## config.mk

```make
export PLATFORM = sky130hd
export DESIGN_NAME = vector_divide_control
export DESIGN_NICKNAME = d
export VERILOG_FILES = /design/src/rtl/vector_divide_control.sv
export SDC_FILE = /design/constraint.sdc
export NUM_CORES = 1
export LEC_CHECK = 0
export ABC_AREA = 1
export CAP_MARGIN = 20
export CORE_MARGIN = 10
export CORE_UTILIZATION = 40
export CTS_CLUSTER_SIZE = 40
export DETAILED_ROUTE_END_ITERATION = 10
export GPL_ROUTABILITY_DRIVEN = 0
export PLACE_DENSITY_LB_ADDON = 0.08
export SETUP_SLACK_MARGIN = 0.4
export SYNTH_ARGS = -nofsm -noshare
export SYNTH_HDL_FRONTEND = slang
export SYNTH_SLANG_ARGS = --single-unit
export TNS_END_PERCENT = 5
```

## constraint.sdc

```tcl
create_clock -name clock -period 1.2 [get_ports clock]
set_input_delay 0.24 -clock clock [delete_from_list [all_inputs] [get_ports clock]]
set_output_delay 0.24 -clock clock [all_outputs]
set_load 0.01 [all_outputs]
```

## src/rtl/vector_divide_control.sv

```systemverilog
// Control FSM for the vector-divide datapath: walks Ndata (X,Y) pairs in RAM,
// runs the divider on each pair and writes quotient/rest back in place.
`timescale 1ns/1ps

module vector_divide_control #(
  parameter int DIV_CYCLES = 33,
  parameter int CNT_W      = 6,
  parameter int RAM_SIZE   = 10
) (
  input  logic                clock,
  input  logic                reset,
  input  logic                start,
  input  logic                stopvd,
  output logic [2:0]          control_Addr,
  output logic                LoadX_reg,
  output logic                LoadY_reg,
  output logic                start_div,
  output logic                stop_div,
  output logic                Wdata_control,
  output logic                We,
  output logic                busy,
  output logic                done,
  output logic [RAM_SIZE-1:0] pairs_done
);

  typedef enum logic [3:0] {
    S_IDLE  = 4'd0,
    S_CHECK = 4'd1,
    S_LDX   = 4'd2,
    S_LDY   = 4'd3,
    S_START = 4'd4,
    S_WAIT  = 4'd5,
    S_WRQ   = 4'd6,
    S_WRR   = 4'd7,
    S_DONE  = 4'd8
  } state_t;

  localparam logic [2:0] ADDR_RESET = 3'd0;
  localparam logic [2:0] ADDR_INC   = 3'd1;
  localparam logic [2:0] ADDR_DEC   = 3'd3;
  localparam logic [2:0] ADDR_HOLD  = 3'd4;

  // Counting down from DIV_CYCLES-1 to 0 keeps S_WAIT exactly DIV_CYCLES long.
  localparam logic [CNT_W-1:0] WAIT_LOAD = CNT_W'(DIV_CYCLES - 1);

  state_t           state;
  state_t           state_next;
  logic [CNT_W-1:0] wait_cnt;

  always_ff @(posedge clock or posedge reset) begin
    if (reset) begin
      state <= S_IDLE;
    end else begin
      state <= state_next;
    end
  end

  always_ff @(posedge clock or posedge reset) begin
    if (reset) begin
      wait_cnt <= '0;
    end else if (state == S_START) begin
      wait_cnt <= WAIT_LOAD;
    end else if (state == S_WAIT && wait_cnt != '0) begin
      wait_cnt <= wait_cnt - 1'b1;
    end
  end

  always_ff @(posedge clock or posedge reset) begin
    if (reset) begin
      pairs_done <= '0;
    end else if (state == S_IDLE && start) begin
      pairs_done <= '0;
    end else if (state == S_WRR) begin
      pairs_done <= pairs_done + RAM_SIZE'(1);
    end
  end

  always_comb begin
    state_next = S_IDLE;
    case (state)
      S_IDLE:  state_next = start ? S_CHECK : S_IDLE;
      S_CHECK: state_next = stopvd ? S_DONE : S_LDX;
      S_LDX:   state_next = S_LDY;
      S_LDY:   state_next = S_START;
      S_START: state_next = S_WAIT;
      S_WAIT:  state_next = (wait_cnt == '0) ? S_WRQ : S_WAIT;
      S_WRQ:   state_next = S_WRR;
      S_WRR:   state_next = S_CHECK;
      S_DONE:  state_next = S_IDLE;
      default: state_next = S_IDLE;
    endcase
  end

  // Unknown encodings drive the idle decode until the next edge recovers the FSM.
  always_comb begin
    control_Addr  = ADDR_HOLD;
    LoadX_reg     = 1'b0;
    LoadY_reg     = 1'b0;
    start_div     = 1'b0;
    stop_div      = 1'b0;
    Wdata_control = 1'b0;
    We            = 1'b0;
    busy          = 1'b1;
    done          = 1'b0;
    case (state)
      S_IDLE: begin
        control_Addr = ADDR_RESET;
        busy         = 1'b0;
      end
      S_CHECK: control_Addr = ADDR_HOLD;
      S_LDX: begin
        LoadX_reg    = 1'b1;
        control_Addr = ADDR_INC;
      end
      S_LDY: begin
        LoadY_reg    = 1'b1;
        control_Addr = ADDR_DEC;
      end
      S_START: start_div = 1'b1;
      S_WAIT:  control_Addr = ADDR_HOLD;
      S_WRQ: begin
        We            = 1'b1;
        Wdata_control = 1'b1;
        stop_div      = 1'b1;
        control_Addr  = ADDR_INC;
      end
      S_WRR: begin
        We            = 1'b1;
        Wdata_control = 1'b0;
        stop_div      = 1'b1;
        control_Addr  = ADDR_INC;
      end
      S_DONE: done = 1'b1;
      default: begin
        control_Addr = ADDR_RESET;
        busy         = 1'b0;
      end
    endcase
  end

endmodule

```

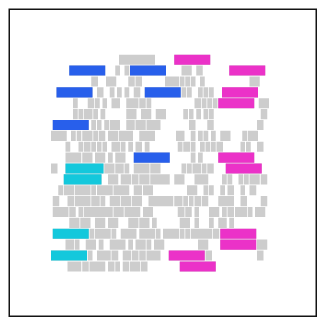
*Sequential cells coloured by netlist name, run 1*
(4 px per um) Other cells in grey.
- cyan: state (placed flops 4)
- magenta: pairs_done (placed flops 10)
- blue: wait_cnt (placed flops 6)

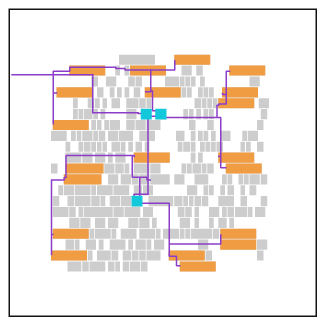
*Clock distribution, run 1*
(4 px per um)
- orange: flip-flops (count 20)
- purple: clock wires (length 281 um)
- cyan: clock-net drivers (count 3)
- routed clock nets: 4

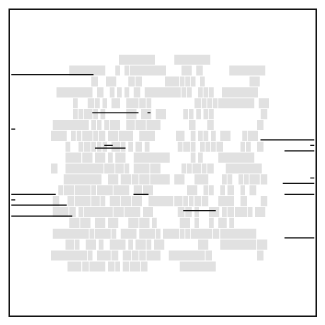
*The metal 3 layer, run 1*
(4 px per um)
- nets with wire on the layer: 17
- longest straight run: 20.2 um
- share of all routed wire: 3.9%
- main direction: horizontal

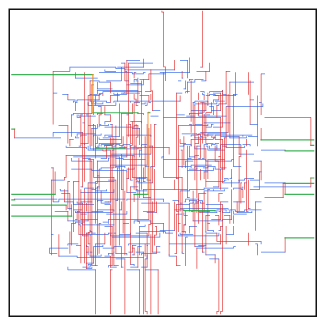
*Routed metal, one colour a layer, run 1*
(4 px per um)
- orange: M4 (wire length 29.9 um)
- green: M3 (wire length 136 um)
- red: M2 (wire length 1,940 um)
- blue: M1 (wire length 1,430 um)

==> datasheet_impl.txt, run 1 <==
Implementation parameters

Parameter                              Value

Setup path
  Slack of the worst reg-to-reg path    -0.29 ns
  Worst flop-to-flop path startpoint    state[2]
  Number of cells on the worst reg-to-reg path    9
  Required time at the endpoint of the critical path    0.96 ns
  Endpoint of the worst setup timing path    control_Addr[2]
  Worst setup SP type    flop
  Reg2reg end    pairs_done[9]
  List of cells traversed by the critical path    buf_6 > nor2_4 > nand3_2 > o211ai_1 > buf_2

Timing
  Number of slew-limit violations in the final report    0
  Clock Skews    0.00194 ns
  Period Utilization, post-route    1.35
  Number of setup violations in the final report    31
  Slew of the pin with the lowest slew margin    0.270 ns
  Least setup slack across all paths after layout    -0.421 ns
  Fin crit period    1.62 ns
  Worst relative slew slack    0.820

Final layout
  # diodes    0
  Core occupancy in the finished layout    0.634
  Layout Area Growth over Synthesis    52.5%
  Fin nets    257

Route
  Remaining DRCs    0
  Top layer reached by signal wires    met4
  Met1 Wirelength    1430 um
  Antenna Violating Nets Remaining    0

GRT
  Global-route congestion overflow total    0
  Global-route track usage on met3    0.0295
  Number of global-route vias before repair    1,437
  Met1 track demand over resource in global routing    0.120
  Initial antenna violation count    0
  Wire length of the first global-routing pass    6120 um

Synth
  Post-synthesis cell type with the largest combined area    dfrtp_1
  Synthesized-area fraction occupied by xor and xnor cells    0.0138
  Commonest cells in the synthesized netlist    nand2_1, nor2_1, inv_1, nand3_1, dfrtp_1
  Adder Area Share    0.0197
  Synthesized instance count    182
  Synthesis warning total    0
  Compound-gate portion of the synthesized area    0.0414
  Area of the synthesized netlist per yosys stat    0.00127 mm2
  Post-synth EDFFs    0
  Main flop type    dfrtp_1
  Count leader, synth    nand2_1
  Synthesized area    0.00127 mm2
  Share of Yosys cell area claimed by the top area cell type    0.394

Run
  Tool warnings    29

Floorplanning
  Area of the placeable core    0.00305 mm2
  Die X    76.3 um
  # rows    20
  Die area    0.00583 mm2

Status
  Violations in the final reports    negative setup slack
  Status    finished with violations

Place
  Detail Placement HPWL    2580 um

Clock network
  H-tree levels    1
  Clock transition at path regs    0.12 ns
  Max clock buf depth    2
  Master cell of the clock root buffer    clkbuf_4
  Number of buffers added to fix hold violations after cts    0
  CTS Buf Count    3
  Clock latency reported for the late side of the worst-skew pair    0.30 ns

Pwr
  Power per Cell Area    1970 mW/mm2
  Leakage dissipation    0.00103 uW
[run 1: area by class of cell]
| class | count | area (um2) |
|---|---|---|
| Fill cell | 283 | 1120 |
| Timing Repair Buffer | 67 | 488 |
| Inverter | 29 | 109 |
| Multi-Input combinational cell | 130 | 746 |
| Sequential cell | 20 | 503 |
| Tap cell | 44 | 55.1 |
| Clock buffer | 4 | 36.3 |
[run 1: report_power, final]
part | internal (uW) | switching [uW]
Clock | 185 | 218
Combinational | 1150 | 1260
Sequential | 838 | 160
[run 1: flip-flops by register name (all words and copies together) (netlist names)]
| signal | flops |
|---|---|
| wait_cnt | 6 |
| state | 4 |
| pairs_done | 10 |
[run 1: repair_timing]
item | in CTS | in global routing
pin swaps | 9 | 4
buffers inserted | 9 | 2
setup endpoints to repair | 41 | 41
resized | 105 | 3
[run 1: cells in the final DEF, fill, tap and decap left out, types with 2 or more instances in the layout]
cell and instances:
buf_2 18, buf_4 40, buf_6 6, clkbuf_4 3
clkdlybuf4s50_1 3, dfrtp_1 18, dfrtp_2 2, inv_1 20
inv_2 9, nand2_1 50, nand2_2 3, nand2_4 2
nand3_1 21, nand3_2 3, nand4_1 4, nor2_1 16
nor2_2 5, nor2_4 9, o21ai_1 5, o21bai_1 2
xor2_1 2
[run 1: metrics by stage]
stage	area (um2)	instances	total power, uW	TNS, ns	hold WS (ns)
6_report	1940	294	3820	-7.00	0.245
5_1_grt	1940	294	4120	-9.59	0.258
4_1_cts	1910	292	3750	-6.35	0.245
3_5_place_dp	1830	279	3070	-5.94	0.500
3_3_place_gp	1830	279	3030	-5.19	0.494
2_1_floorplan	1320	182	2140	0	0.204
[run 1: cells by family after synthesis]
kind of cell               Yosys count
and+or+nand+nor                    117
DFF                                 20
xor gates and xnor gates             2
AOI/OAI and AO/OA                    9
buffers and inverters               32
adders and majority gates            2
==> run 2, diff against run 1 <==
--- a/config.mk
+++ b/config.mk
@@ -6,7 +6,6 @@
 export NUM_CORES = 1
 export LEC_CHECK = 0
 export ABC_AREA = 1
-export CAP_MARGIN = 20
 export CORE_MARGIN = 10
 export CORE_UTILIZATION = 40
 export CTS_CLUSTER_SIZE = 40
@@ -14,6 +13,7 @@
 export GPL_ROUTABILITY_DRIVEN = 0
 export PLACE_DENSITY_LB_ADDON = 0.08
 export SETUP_SLACK_MARGIN = 0.4
+export SLEW_MARGIN = 20
 export SYNTH_ARGS = -nofsm -noshare
 export SYNTH_HDL_FRONTEND = slang
 export SYNTH_SLANG_ARGS = --single-unit
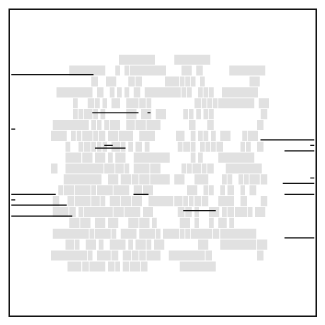
*The metal 3 layer, run 2*
(4 px per um)
- main direction: horizontal
- longest straight run: 20.2 um
- wire length on this layer: 136 um
- share of all routed wire: 3.9%
- nets with wire on the layer: 17

==> run 2 against run 1 <==
  * The flow still finishes with violations (negative setup slack)
  * Via count unchanged
  * Sequential power about the same
  * Final cell count unchanged
  * Clock power about the same
  * Non-clock buffer count unchanged
  * First-iteration DRC count unchanged
  * Register-to-register slack about the same
  * Global-route usage unchanged
==> datasheet_impl.txt, run 2 <==
Implementation parameters

Parameter                              Value

Status
  Status    finished with violations (unchanged)
  Violations in the final reports    negative setup slack (unchanged)

Timing
  Worst relative slew slack    0.820 (unchanged)
  Total negative slack    -7.00 ns (unchanged)
  Least setup slack across all paths after layout    -0.421 ns (unchanged)
  Clock Skews    0.00194 ns (unchanged)
  Period Utilization, post-route    1.35 (unchanged)
  Fin crit period    1.62 ns (unchanged)
  Number of setup violations in the final report    31 (unchanged)
  Slew of the pin with the lowest slew margin    0.270 ns (unchanged)
  Tightest hold margin    0.245 ns (unchanged)

Pwr
  Final total power    3820 uW (unchanged)
  Cell Int Power    2180 uW (unchanged)
  Net switching power    1640 uW (unchanged)

Synth
  Count leader, synth    nand2_1 (unchanged)
  Compound-gate portion of the synthesized area    0.0414 (unchanged)
  Synthesis warning total    0 (unchanged)
  Commonest cells in the synthesized netlist    nand2_1, nor2_1, inv_1, nand3_1, dfrtp_1 (unchanged)
  Synthesized area    0.00127 mm2 (unchanged)
  Synthesized instance count    182 (unchanged)
  Post-synthesis cell type with the largest combined area    dfrtp_1 (unchanged)
  Share of Yosys cell area claimed by the top area cell type    0.394 (unchanged)
  Main flop type    dfrtp_1 (unchanged)
  Adder Area Share    0.0197 (unchanged)
  Post-synth EDFFs    0 (unchanged)
  Area of the synthesized netlist per yosys stat    0.00127 mm2 (unchanged)

Floorplanning
  # rows    20 (unchanged)
  Die area    0.00583 mm2 (unchanged)
  Area of the placeable core    0.00305 mm2 (unchanged)
  Die X    76.3 um (unchanged)

GRT
  Global-route congestion overflow total    0 (unchanged)
  Global-route track usage on met3    0.0295 (unchanged)
  Number of global-route vias before repair    1,437 (unchanged)

Final layout
  Max reg flops    10 (unchanged)
  Largest reg by FF count    pairs_done (unchanged)
  Core occupancy in the finished layout    0.634 (unchanged)
  # diodes    0 (unchanged)
  Top cells excl fill/tap    nand2_1, buf_4, nand3_1, inv_1 (unchanged)
  Fin nets    257 (unchanged)

Route
  Top layer reached by signal wires    met4 (unchanged)
  Met1 Wirelength    1430 um (unchanged)

Clock network
  CTS Buf Count    3 (unchanged)
  Clock transition at path regs    0.12 ns (about the same)

Setup path
  Required time at the endpoint of the critical path    0.96 ns (about the same)
  Number of cells on the worst reg-to-reg path    9 (unchanged)

Run
  Tool warnings    29 (unchanged)
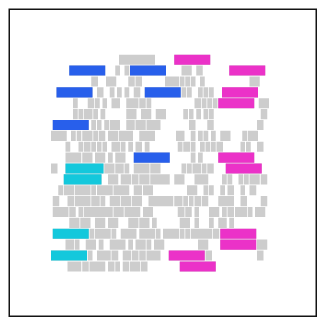
*Sequential cells coloured by netlist name, run 2*
(4 px per um) Other cells in grey.
- cyan: state (placed flops 4)
- blue: wait_cnt (placed flops 6)
- magenta: pairs_done (placed flops 10)

-- run 2: cell counts in the layout (fill, tap and decap cells not counted) --
Identical to the previous run, type by type.
-- run 2: power by group through the flow --
stage	sequential [uW]	clock [uW]	combinational (uW)
global placement	995	0	2040
finish	997	404	2420
CTS	990	422	2340
global route	1020	442	2660
detailed placement	1000	0	2070
floorplan	998	0	1140
-- run 2: kinds of logic after synthesis --
kind of cell | count (synthesis)
fa+ha+maj | 2
buf+inv | 32
xor+xnor | 2
compound gates | 9
flops | 20
simple gates | 117
-- run 2: what timing repair did --
item | CTS | global route
hold buffers | 0 | 0
endpoints found under the setup margin | 41 | 41
pin swaps | 9 | 4
buffers inserted | 9 | 2
gates resized | 105 | 3
-- run 2: metrics by stage --
step,area [um2],instances
global placement,1830,279
global route,1940,294
finish,1940,294
CTS,1910,292
floorplan,1320,182
detailed placement,1830,279
-- run 2: final timing paths --
| check | startpoint | endpoint | slack (ns) |
|---|---|---|---|
| max | state[2] | control_Addr[2] | -0.42 |
| min | reset | pairs_done[9] | 0.24 |
| max reg2reg | state[2] | pairs_done[9] | -0.29 |
| min reg2reg | wait_cnt[5] | wait_cnt[5] | 0.52 |
| max in group asynchronous | reset | state[1] | 0.73 |
| min in group clock | stopvd | state[3] | 0.49 |
-- run 2: critical path, stage by stage, from the launching register on --
cell	delay, ns
dfrtp_1	0.45
buf_6	0.14
nor2_4	0.11
nand3_2	0.11
o211ai_1	0.11
buf_2	0.16
-- run 2: layout make-up --
type                            instances  area (um2)
Clock buffer                            4        36.3
Timing Repair Buffer                   67         488
Multi-Input combinational cell        130         746
Inverter                               29         109
Sequential cell                        20         503
Tap cell                               44        55.1
Fill cell                             283        1120
==> run 3, diff against run 2 <==
--- a/config.mk
+++ b/config.mk
@@ -6,8 +6,10 @@
 export NUM_CORES = 1
 export LEC_CHECK = 0
 export ABC_AREA = 1
+export CELL_PAD_IN_SITES_DETAIL_PLACEMENT = 0
+export CELL_PAD_IN_SITES_GLOBAL_PLACEMENT = 1
 export CORE_MARGIN = 10
-export CORE_UTILIZATION = 40
+export CORE_UTILIZATION = 32
 export CTS_CLUSTER_SIZE = 40
 export DETAILED_ROUTE_END_ITERATION = 10
 export GPL_ROUTABILITY_DRIVEN = 0
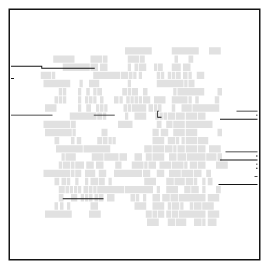
*The metal 3 layer, run 3*
(3 px per um)
- main direction: horizontal
- longest straight run: 17.5 um
- nets with wire on the layer: 15

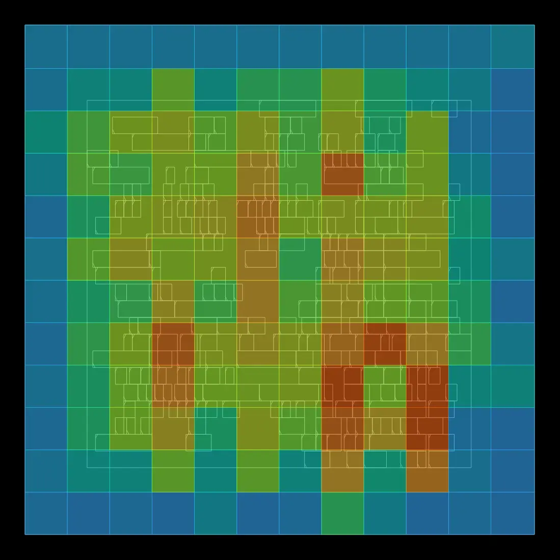
*Routing congestion, run 3*
average wire per standard cell: 12.2 um
core occupancy in the finished layout: 0.559

==> run 3 against run 2 <==
  * Power is 10% higher
  * Global-route usage is 1.4 points lower
  * Combinational power is 14% higher
  * Largest power group unchanged
  * Clock skew is 0.0015 ns higher
  * Critical path type unchanged
  * The flow still finishes with violations (negative setup slack)
  * Core utilization is 7.5 points lower
==> datasheet_impl.txt, run 3 <==
Implementation parameters

Parameter                              Value

GRT
  Wire length of the first global-routing pass    6460 um (was 6120 um)
  GRT Total Usage    0.109 (was 0.123)
  Global-route congestion overflow total    0 (unchanged)
  Number of global-route vias before repair    1,356 (was 1,437)
  Pin count of the biggest net entering global routing    21 (unchanged)
  Initial antenna violation count    0 (unchanged)

Synth
  Synthesized netlist net count    188 (unchanged)
  Post-synthesis average cell area    6.98 um2 (unchanged)
  Commonest cells in the synthesized netlist    nand2_1, nor2_1, inv_1, nand3_1, dfrtp_1 (unchanged)
  Synthesized instance count    182 (unchanged)
  Unique cell types    23 (unchanged)
  Async set or reset register ratio after synthesis    1.00 (unchanged)
  Post-synthesis cell type with the largest combined area    dfrtp_1 (unchanged)
  Synthesized area    0.00127 mm2 (unchanged)
  Compound-gate portion of the synthesized area    0.0414 (unchanged)
  Share of Yosys cell area claimed by the top area cell type    0.394 (unchanged)
  Synthesized-area fraction occupied by xor and xnor cells    0.0138 (unchanged)
  Count leader, synth    nand2_1 (unchanged)
  Synthesis warning total    0 (unchanged)
  Adder Area Share    0.0197 (unchanged)
  Top cells, area    dfrtp_1, nand2_1, nand3_1 (unchanged)
  Post-synth EDFFs    0 (unchanged)
  Main flop type    dfrtp_1 (unchanged)
  Area of the synthesized netlist per yosys stat    0.00127 mm2 (unchanged)
  Post-synth seq share    0.394 (unchanged)

Setup path
  Worst setup SP type    flop (unchanged)
  List of cells traversed by the critical path    buf_4 > nand2_2 > nor2_4 > nor2_2 > nand2_1 > buf_2 (was buf_6 > nor2_4 > nand3_2 > o211ai_1 > buf_2)
  Number of cells on the worst reg-to-reg path    11 (was 9)
  CP bufs+invs    2 (unchanged)
  Kind of critical path    flop to output port (unchanged)
  Standard cell with the maximum stage delay on the critical path    dfrtp_2 (was dfrtp_1)
  Required time at the endpoint of the critical path    0.96 ns (about the same)
  WP depth    6 (was 5)
  Critical Path End Type    output port (unchanged)
  Delay of the slowest cell on the worst path    0.44 ns (was 0.45 ns)
  Worst flop-to-flop path startpoint    state[1] (was state[2])
  Launch point of the critical path    state[1] (was state[2])
  CP delay by family, top    flip-flops (unchanged)

Timing
  Final Hold Fails    0 (unchanged)
  Total negative slack    -7.75 ns (was -7.00 ns)
  Number of slew-limit violations in the final report    0 (unchanged)
  Fin crit period    1.60 ns (was 1.62 ns)
  Fmax    0.623 GHz (was 0.617 GHz)
  Least setup slack across all paths after layout    -0.405 ns (was -0.421 ns)
  Tightest hold margin    0.295 ns (was 0.245 ns)
  Worst relative slew slack    0.811 (was 0.820)
  Slew of the pin with the lowest slew margin    0.283 ns (was 0.270 ns)
  Number of setup violations in the final report    29 (was 31)
  Clock Skews    0.00345 ns (was 0.00194 ns)
  Period Utilization, post-route    1.34 (was 1.35)

Place
  Cell count after placement    284 (was 279)
  Area post-placement    0.00186 mm2 (was 0.00183 mm2)
  IO Port Bufs    24 (unchanged)
  Detail Placement HPWL    2670 um (was 2580 um)

Route
  Remaining DRCs    0 (unchanged)
  Detailed Route Iter0 Violations    43 (was 62)
  Antenna Violating Nets Remaining    0 (unchanged)
  Final Routed Wirelength    3700 um (was 3530 um)

Clock network
  Clock latency reported for the late side of the worst-skew pair    0.25 ns (was 0.30 ns)
  Clock transition at path regs    0.08 ns (was 0.12 ns)
  CTS Buf Count    3 (unchanged)
  H-tree levels    1 (unchanged)
  Post-CTS setup buffers    14 (was 9)
  Max clock buf depth    2 (unchanged)
  Cells resized by post-CTS repair    112 (was 105)
  Master cell of the clock root buffer    clkbuf_8 (was clkbuf_4)
  Number of buffers added to fix hold violations after cts    0 (unchanged)
  TritonCTS clock tree    built (unchanged)

Final layout
  Register cell area after layout    503 um2 (unchanged)
  Max reg flops    10 (unchanged)
  Post-layout instance area    0.00209 mm2 (was 0.00194 mm2)
  Number of standard cells in the layout, taps in and fillers out    303 (was 294)
  Largest reg by FF count    pairs_done (unchanged)
  Fin nets    263 (was 257)
  Logic area    763 um2 (was 746 um2)
  Most frequently placed logic cell in the final layout    nand2_1 (unchanged)
  Top cells excl fill/tap    nand2_1, buf_4, nand3_1 (was nand2_1, buf_4, nand3_1, inv_1)
  Filler instances    349 (was 283)
  Layout Area Growth over Synthesis    64.8% (was 52.5%)
  Largest registers in the final layout    pairs_done (10), wait_cnt (6), state (4) (unchanged)
  # diodes    0 (unchanged)

Pwr
  Leakage dissipation    0.00108 uW (was 0.00103 uW)
  Power per Cell Area    2010 mW/mm2 (was 1970 mW/mm2)

Floorplanning
  # rows    22 (was 20)
  Area of the placeable core    0.00374 mm2 (was 0.00305 mm2)
  Die area    0.00689 mm2 (was 0.00583 mm2)
  Die X    83.0 um (was 76.3 um)

Status
  Violations in the final reports    negative setup slack (unchanged)
  Status    finished with violations (unchanged)

Run
  Tool warnings    29 (unchanged)
==> run 3: cell counts after synthesis <==
Identical to the previous run, type by type.
==> run 3: metal layers <==
layer | vias to the layer above | global-route usage | wire (um)
met2 | 17 | 0.182 | 1790
met1 | 647 | 0.135 | 1770
met4 | 0 | 0.0308 | 15
met3 | 2 | 0.0234 | 121
met5 | - | 0 | 0
li1 | 713 | - | -
==> run 3: final cells by class <==
| class | count | share of cell area |
|---|---|---|
| Clock buffer | 3 | 0.0197 |
| Inverter | 29 | 0.0556 |
| Multi-Input combinational cell | 130 | 0.365 |
| Sequential cell | 20 | 0.240 |
| Tap cell | 48 | 0.0287 |
| Timing Repair Buffer | 73 | 0.291 |
==> run 3: stage by stage <==
stage | utilization | power [uW] | setup slack [ns]
finish | 0.559 | 4200 | -0.405
detailed placement | 0.496 | 3110 | -0.483
CTS | 0.538 | 4080 | -0.362
global placement | 0.496 | 3080 | -0.443
global route | 0.559 | 4550 | -0.496
floorplan | - | 2140 | 0.0508
==> run 3: kinds of logic after synthesis <==
logic type	Yosys count
buffers and inverters	32
AND-OR/OR-AND	9
flip-flops	20
XOR/XNOR	2
AND/OR/NAND/NOR	117
adder cells (fa/ha/maj)	2
==> run 3: report_power, final <==
group | internal, uW | switching (uW) | total (uW)
Combinational | 1400 | 1350 | 2750
Sequential | 839 | 174 | 1010
Clock | 223 | 218 | 442
Total | 2460 | 1740 | 4200
==> run 3: worst paths after layout <==
check / end / slack [ns]
setup / recovery: control_Addr[0] / -0.40
hold / removal: pairs_done[5] / 0.30
setup reg to reg: pairs_done[7] / -0.38
hold reg to reg: wait_cnt[5] / 0.52
max in group asynchronous: state[0] / 0.75
min in group clock: wait_cnt[5] / 0.52
Power and IR drop assume default switching activity.
